--- config.mk ---
export PLATFORM = sky130hd
export DESIGN_NAME = scan_state_reg
export DESIGN_NICKNAME = d
export VERILOG_FILES = /design/src/rtl/scan_pkg.sv /design/src/rtl/scan_misr.sv /design/src/rtl/scan_state_reg.sv
export SDC_FILE = /design/constraint.sdc
export NUM_CORES = 1
export LEC_CHECK = 0
export CORE_AREA = 2 2 39 41
export CTS_CLUSTER_DIAMETER = 150
export DETAILED_ROUTE_END_ITERATION = 10
export DIE_AREA = 0 0 41 43
export PLACE_DENSITY_LB_ADDON = 0.15
export SLEW_MARGIN = 15
export SYNTH_ARGS = -nofsm -noshare
export SYNTH_HDL_FRONTEND = slang
export SYNTH_SLANG_ARGS = --single-unit
--- constraint.sdc ---
create_clock -name clk -period 1.17 [get_ports clk]
set_input_delay 0.1755 -clock clk [delete_from_list [all_inputs] [get_ports clk]]
set_output_delay 0.1755 -clock clk [all_outputs]
set_load 0.02 [all_outputs]
--- src/rtl/scan_pkg.sv ---
// Shared types and defaults for the scan state register and its optional MISR.
// The MISR itself is only built when SCAN_MISR_EN is defined.
package scan_pkg;

    localparam int unsigned STATE_W_DEF = 2;
    localparam int unsigned CNT_W_DEF   = 2;

    // Feedback taps: MSB folds back into bit 0 and bit 1.
    localparam int unsigned MISR_TAP = 3;

    typedef enum logic [2:0] {
        S_IDLE,
        S_SHIFT_IN,
        S_CAPTURE,
        S_SHIFT_OUT,
        S_DONE
    } scan_fsm_e;

endpackage

--- src/rtl/scan_misr.sv ---
// Multiple-input signature register compacting the serial unload stream.
// Instantiated by scan_state_reg only when SCAN_MISR_EN is defined.
module scan_misr
    import scan_pkg::*;
#(
    parameter int unsigned STATE_W = STATE_W_DEF
) (
    input  logic               clk,
    input  logic               rst_n,
    input  logic               clr,
    input  logic               en,
    input  logic               din,
    output logic [STATE_W-1:0] signature
);

    localparam logic [STATE_W-1:0] TAP = STATE_W'(MISR_TAP);

    logic [STATE_W-1:0] sig_q;
    logic [STATE_W-1:0] sig_d;

    always_comb begin
        sig_d = sig_q;
        if (clr) begin
            sig_d = '0;
        end else if (en) begin
            sig_d = {sig_q[STATE_W-2:0], 1'b0}
                  ^ (sig_q[STATE_W-1] ? TAP : '0)
                  ^ {{(STATE_W-1){1'b0}}, din};
        end
    end

    always_ff @(posedge clk) begin
        if (!rst_n) begin
            sig_q <= '0;
        end else begin
            sig_q <= sig_d;
        end
    end

    assign signature = sig_q;

endmodule

--- src/rtl/scan_state_reg.sv ---
// Present-state register with a built-in load/capture/unload scan sequencer.
// Define SCAN_MISR_EN to add the misr_clr input and signature output.
module scan_state_reg
    import scan_pkg::*;
#(
    parameter int unsigned STATE_W = STATE_W_DEF,
    parameter int unsigned CNT_W   = CNT_W_DEF
) (
    input  logic               clk,
    input  logic               rst_n,
    input  logic [STATE_W-1:0] next_state,
    output logic [STATE_W-1:0] state,
    input  logic               test_mode,
    input  logic               scan_start,
    input  logic               scan_in,
    output logic               scan_out,
`ifdef SCAN_MISR_EN
    input  logic               misr_clr,
    output logic [STATE_W-1:0] signature,
`endif
    output logic               busy,
    output logic               done
);

    localparam logic [CNT_W-1:0] CNT_LAST = CNT_W'(STATE_W - 1);

    scan_fsm_e          fsm_q, fsm_d;
    logic [CNT_W-1:0]   cnt_q, cnt_d;
    logic [STATE_W-1:0] state_q, state_d;
    logic               shift_en;

    always_comb begin
        fsm_d    = fsm_q;
        cnt_d    = cnt_q;
        state_d  = state_q;
        shift_en = 1'b0;

        case (fsm_q)
            S_IDLE: begin
                if (!test_mode) begin
                    state_d = next_state;
                end else if (scan_start) begin
                    fsm_d = S_SHIFT_IN;
                    cnt_d = '0;
                end
            end
            S_SHIFT_IN: begin
                shift_en = 1'b1;
                cnt_d    = cnt_q + CNT_W'(1);
                if (cnt_q == CNT_LAST) fsm_d = S_CAPTURE;
            end
            S_CAPTURE: begin
                state_d = next_state;
                fsm_d   = S_SHIFT_OUT;
                cnt_d   = '0;
            end
            S_SHIFT_OUT: begin
                shift_en = 1'b1;
                cnt_d    = cnt_q + CNT_W'(1);
                if (cnt_q == CNT_LAST) fsm_d = S_DONE;
            end
            S_DONE: begin
                fsm_d = S_IDLE;
            end
            default: begin
                fsm_d = S_IDLE;
            end
        endcase

        if (shift_en) begin
            state_d = {state_q[STATE_W-2:0], scan_in};
        end

        // Leaving test mode mid-sequence aborts without touching the state flops.
        if (fsm_q != S_IDLE && !test_mode) begin
            fsm_d    = S_IDLE;
            cnt_d    = cnt_q;
            state_d  = state_q;
            shift_en = 1'b0;
        end
    end

    always_ff @(posedge clk) begin
        if (!rst_n) begin
            fsm_q   <= S_IDLE;
            cnt_q   <= '0;
            state_q <= '0;
        end else begin
            fsm_q   <= fsm_d;
            cnt_q   <= cnt_d;
            state_q <= state_d;
        end
    end

    assign state    = state_q;
    assign scan_out = state_q[STATE_W-1];
    assign busy     = (fsm_q == S_SHIFT_IN) || (fsm_q == S_CAPTURE) || (fsm_q == S_SHIFT_OUT);
    assign done     = (fsm_q == S_DONE);

`ifdef SCAN_MISR_EN
    logic unload_en;
    assign unload_en = shift_en && (fsm_q == S_SHIFT_OUT);

    scan_misr #(
        .STATE_W (STATE_W)
    ) u_misr (
        .clk       (clk),
        .rst_n     (rst_n),
        .clr       (misr_clr),
        .en        (unload_en),
        .din       (scan_out),
        .signature (signature)
    );
`endif

endmodule

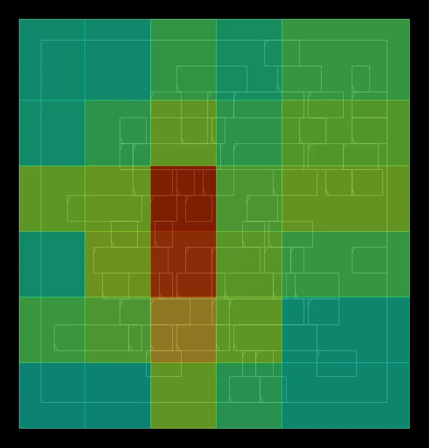
*Routing congestion map*
grt met2 use: 20.6%
average wire per standard cell: 11.9 um
All-Layer GR Usage: 12.6%

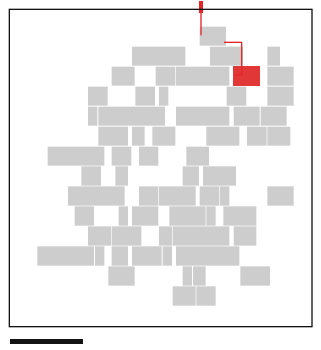
*Nets reached from selected ports*
The bar under the picture is 10 um long.
red -> scan_in  # bits 1, direction input, end cells 1, wire 10.8 um

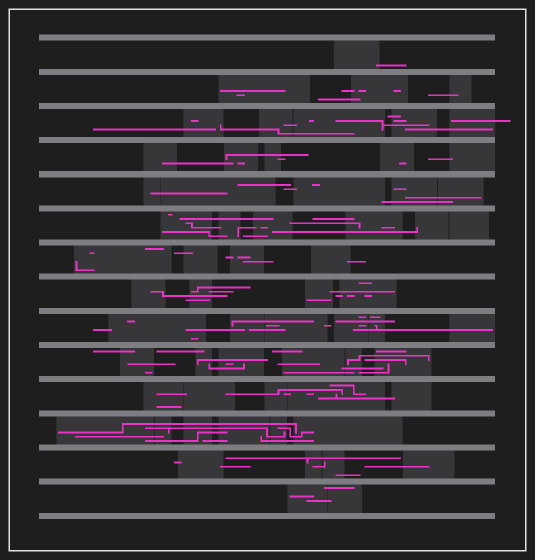
*Metal 1*
Supply wires on this layer in gray.
nets with wire on the layer = 58
main direction = horizontal
share of all routed wire = 40%
wire length on this layer = 374 um
longest straight run = 13.8 um
final WL: 925 um
vias after detailed routing: 373
met1 usage: 13.2%

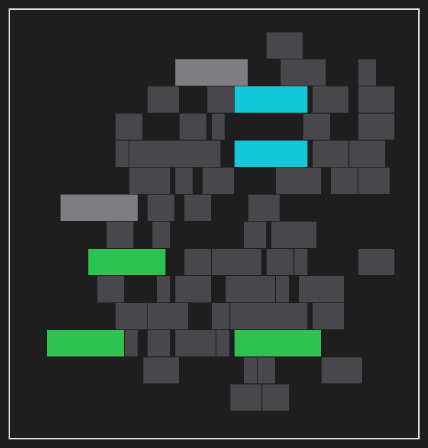
*Register map, names as in the netlist*
green -> fsm_q  # placed flops 3
cyan -> state  # placed flops 2
sequential cell area share: 22.9%
final core utilization: 46.7%
area occupied by registers: 148 sq um
Seq. pwr: 0.253 mW

==> results.txt <==
Figures from the implementation reports.

- The flow ran to the end, but the final reports show violations.
- The final reports fail on negative setup slack.
- Power spread over the standard cell area amounts to 937 nW/um^2.
- The switching power of the nets reads 0.161 mW.
- The start-to-end type of the worst setup path is flip-flop to flip-flop.
- The max-cap check violation count is 0.
- The count of endpoints failing setup in the final report is 4.
- Checking max transition, the worst relative margin is 77.9%.
- During I/O placement, the number of pins put on the boundary was 12.
- The cell area reported after detailed placement reads 514 sq um.
- The register bit count reported by yosys is 7.
- The static leakage reads 0.267 nW.
- The count of port buffers added during placement is 11.
- The cell count in the Yosys report is 40.
- The required time at the endpoint of the critical path is 1.36 ns.
- The final timing report lists a max-slew violation count of 0.
- The library cell contributing the largest single delay on the critical path reads sky130_fd_sc_hd__or4_4.
- The iteration tally of the first detailed-router pass reads 3.
- Entering global routing, the biggest net connects 7 pins.
- For reference, the critical path cell chain is inv_2 -> ha_4 -> or4_4 -> a21oi_2.
- The ratio of routed vias to standard cells is 4.78.
- The vertical die dimension reported for this design is 43 um.
- Summing the sequential cell areas from Yosys gives 40.4% of the chip area.
- met3 track demand over resource after global routing is 4.71%.
- The setup skew after layout is 0.00942 ns.
- The final instance count without filler cells reads 78.
- In this run switching power makes up 26.7% of total power.
- The tree is rooted in a sky130_fd_sc_hd__clkbuf_4.
- The total power consumption of the routed design reads 0.605 mW.
- The most frequently placed logic cell in the final layout is sky130_fd_sc_hd__buf_4.
- After layout, the worst setup slack is -0.0888 ns.
- The worst-skew pair later-pin latency reads 0.25 ns.
- The post-synth tally of flip-flops with integrated enable is 0.
- The type of destination of the critical path is a flip-flop.
- The path category of the worst min-delay check reads primary input to flip-flop.
- According to the floorplan log, the row count is 14.
- Compared with the post-synthesis result, the final layout area differs by 86.3%.
- In this design, the largest share of critical-path delay is due to simple AND/OR/NAND/NOR gates.
- The smallest clock period supported by the final layout is computed as 1.26 ns.
- The TritonCTS clock tree reads yes.
- The largest stage delay on the critical path reads 0.47 ns.
- In this run the remaining antenna-violating nets after routing total 0.
- The number of cells produced by synthesis reads 40.
- The most crowded layer after global routing is met2.
- The net count after synthesis reads 48.
- The gate-level netlist out of Yosys references 21 unique cell types.
- The number of hold-repair buffers added at the cts stage is 0.
- The worst-case vdd ir drop is 531 uV.
- In the placement report, post-DP HPWL is listed as 598 um.
- The critical path startpoint category is a flip-flop.
- The share of total power dissipated in sequential elements is 41.8%.
- The arrival time reported for the critical path endpoint reads 1.44 ns.
- The leftover overflow at the end of global routing is 0.
- The post-place setup slack reads -0.344 ns.
- The main area contributors are sky130_fd_sc_hd__dfxtp_1 (40%), sky130_fd_sc_hd__a211oi_1 (8.7%), sky130_fd_sc_hd__mux2i_1 (5.8%), sky130_fd_sc_hd__nor2_1 (4.3%), sky130_fd_sc_hd__or4_1 (4.3%).
- The internal portion of total power is 0.444 mW.
- The share of cells above drive strength 1 reads 54.8%.
- The number of warnings reported in the stage logs is 29.
- Setup repair after global routing could not meet its margin everywhere.
- The area of all placed cells without fillers is 646 sq um.
- The async set-or-reset flop fraction in the synthesized netlist is 0%.
- The placed cell count is 72.
- At the floorplan stage, the core utilization is reported as 25.0%.
- The number of nets in the layout reads 71.
- At the pin with the least slew margin, the transition time is 0.331 ns.
- The sum of negative setup slack is -0.245 ns.
- The initial antenna violation count reads 0.
- In the layout the commonest cells are sky130_fd_sc_hd__buf_4 (6), sky130_fd_sc_hd__clkdlybuf4s50_1 (5), sky130_fd_sc_hd__a211oi_2 (4).
- The number of levels the H-tree was split into is 1.
per-layer routing:
layer,vias to the layer above,routed length (um)
met5,-,0
met4,0,11
met3,4,42
met2,11,496
met1,170,374
li1,188,-
flip-flops by register name, summed over array words and instances, names as in the netlist:
signal	flops
fsm_q	3
cnt_q	2
state	2
cell type report:
type | instances | area, sq um
Timing Repair Buffer | 19 | 166
Multi-Input combinational cell | 30 | 278
Clock buffer | 4 | 26.3
Tap cell | 16 | 20.0
Sequential cell | 7 | 148
Inverter | 2 | 7.51
Fill cell | 135 | 738
final timing paths:
check             from  endpoint  depth (start not counted)  slack (ns)
max           cnt_q[1]  cnt_q[1]                          4       -0.09
min          test_mode  cnt_q[1]                          4        0.52
max reg2reg   cnt_q[1]  cnt_q[1]                          4       -0.09
min reg2reg   fsm_q[1]  fsm_q[2]                          3        0.58
power by group through the flow:
stage               Combinational, mW  Sequential [mW]  Clock [mW]
floorplan                      0.0454            0.268           0
global placement                0.117            0.259           0
detailed placement              0.116            0.258           0
CTS                             0.126            0.255       0.229
global route                    0.144            0.254       0.241
finish                          0.133            0.253       0.219
synthesized netlist by cell type (all sizes together), types with 2 or more instances:
library cell  number
inv                2
dfxtp              7
mux2i              2
or4                2
nand2b             2
nand2              2
o21ai              2
nor2               4
a211oi             4
a21oi              2
worst register-to-register path: cells and delay by family, from the launching register on:
family	cells	cell delay (ns)
compound gates	1	0.13
fa+ha+maj	1	0.22
buf+inv	1	0.04
flops	1	0.33
simple gates	1	0.47
kinds of logic after synthesis:
family                   count (synthesis)  share of synthesized area, %
XOR/XNOR                                 1                          2.53
multiplexers                             2                          5.78
flip-flops                               7                          40.4
AND/OR/NAND/NOR                         17                          26.7
buffers and inverters                    3                          4.33
adder cells (fa/ha/maj)                  1                          3.61
AND-OR/OR-AND                            9                          16.6
timing repair:
item | 4_1_cts | 5_1_grt
gates resized | 30 | 11
setup endpoints to repair | 9 | 7
setup buffers | 0 | 2
pin swaps | 6 | 5
Power figures rest on the tool's default switching activity, not on a simulated workload.
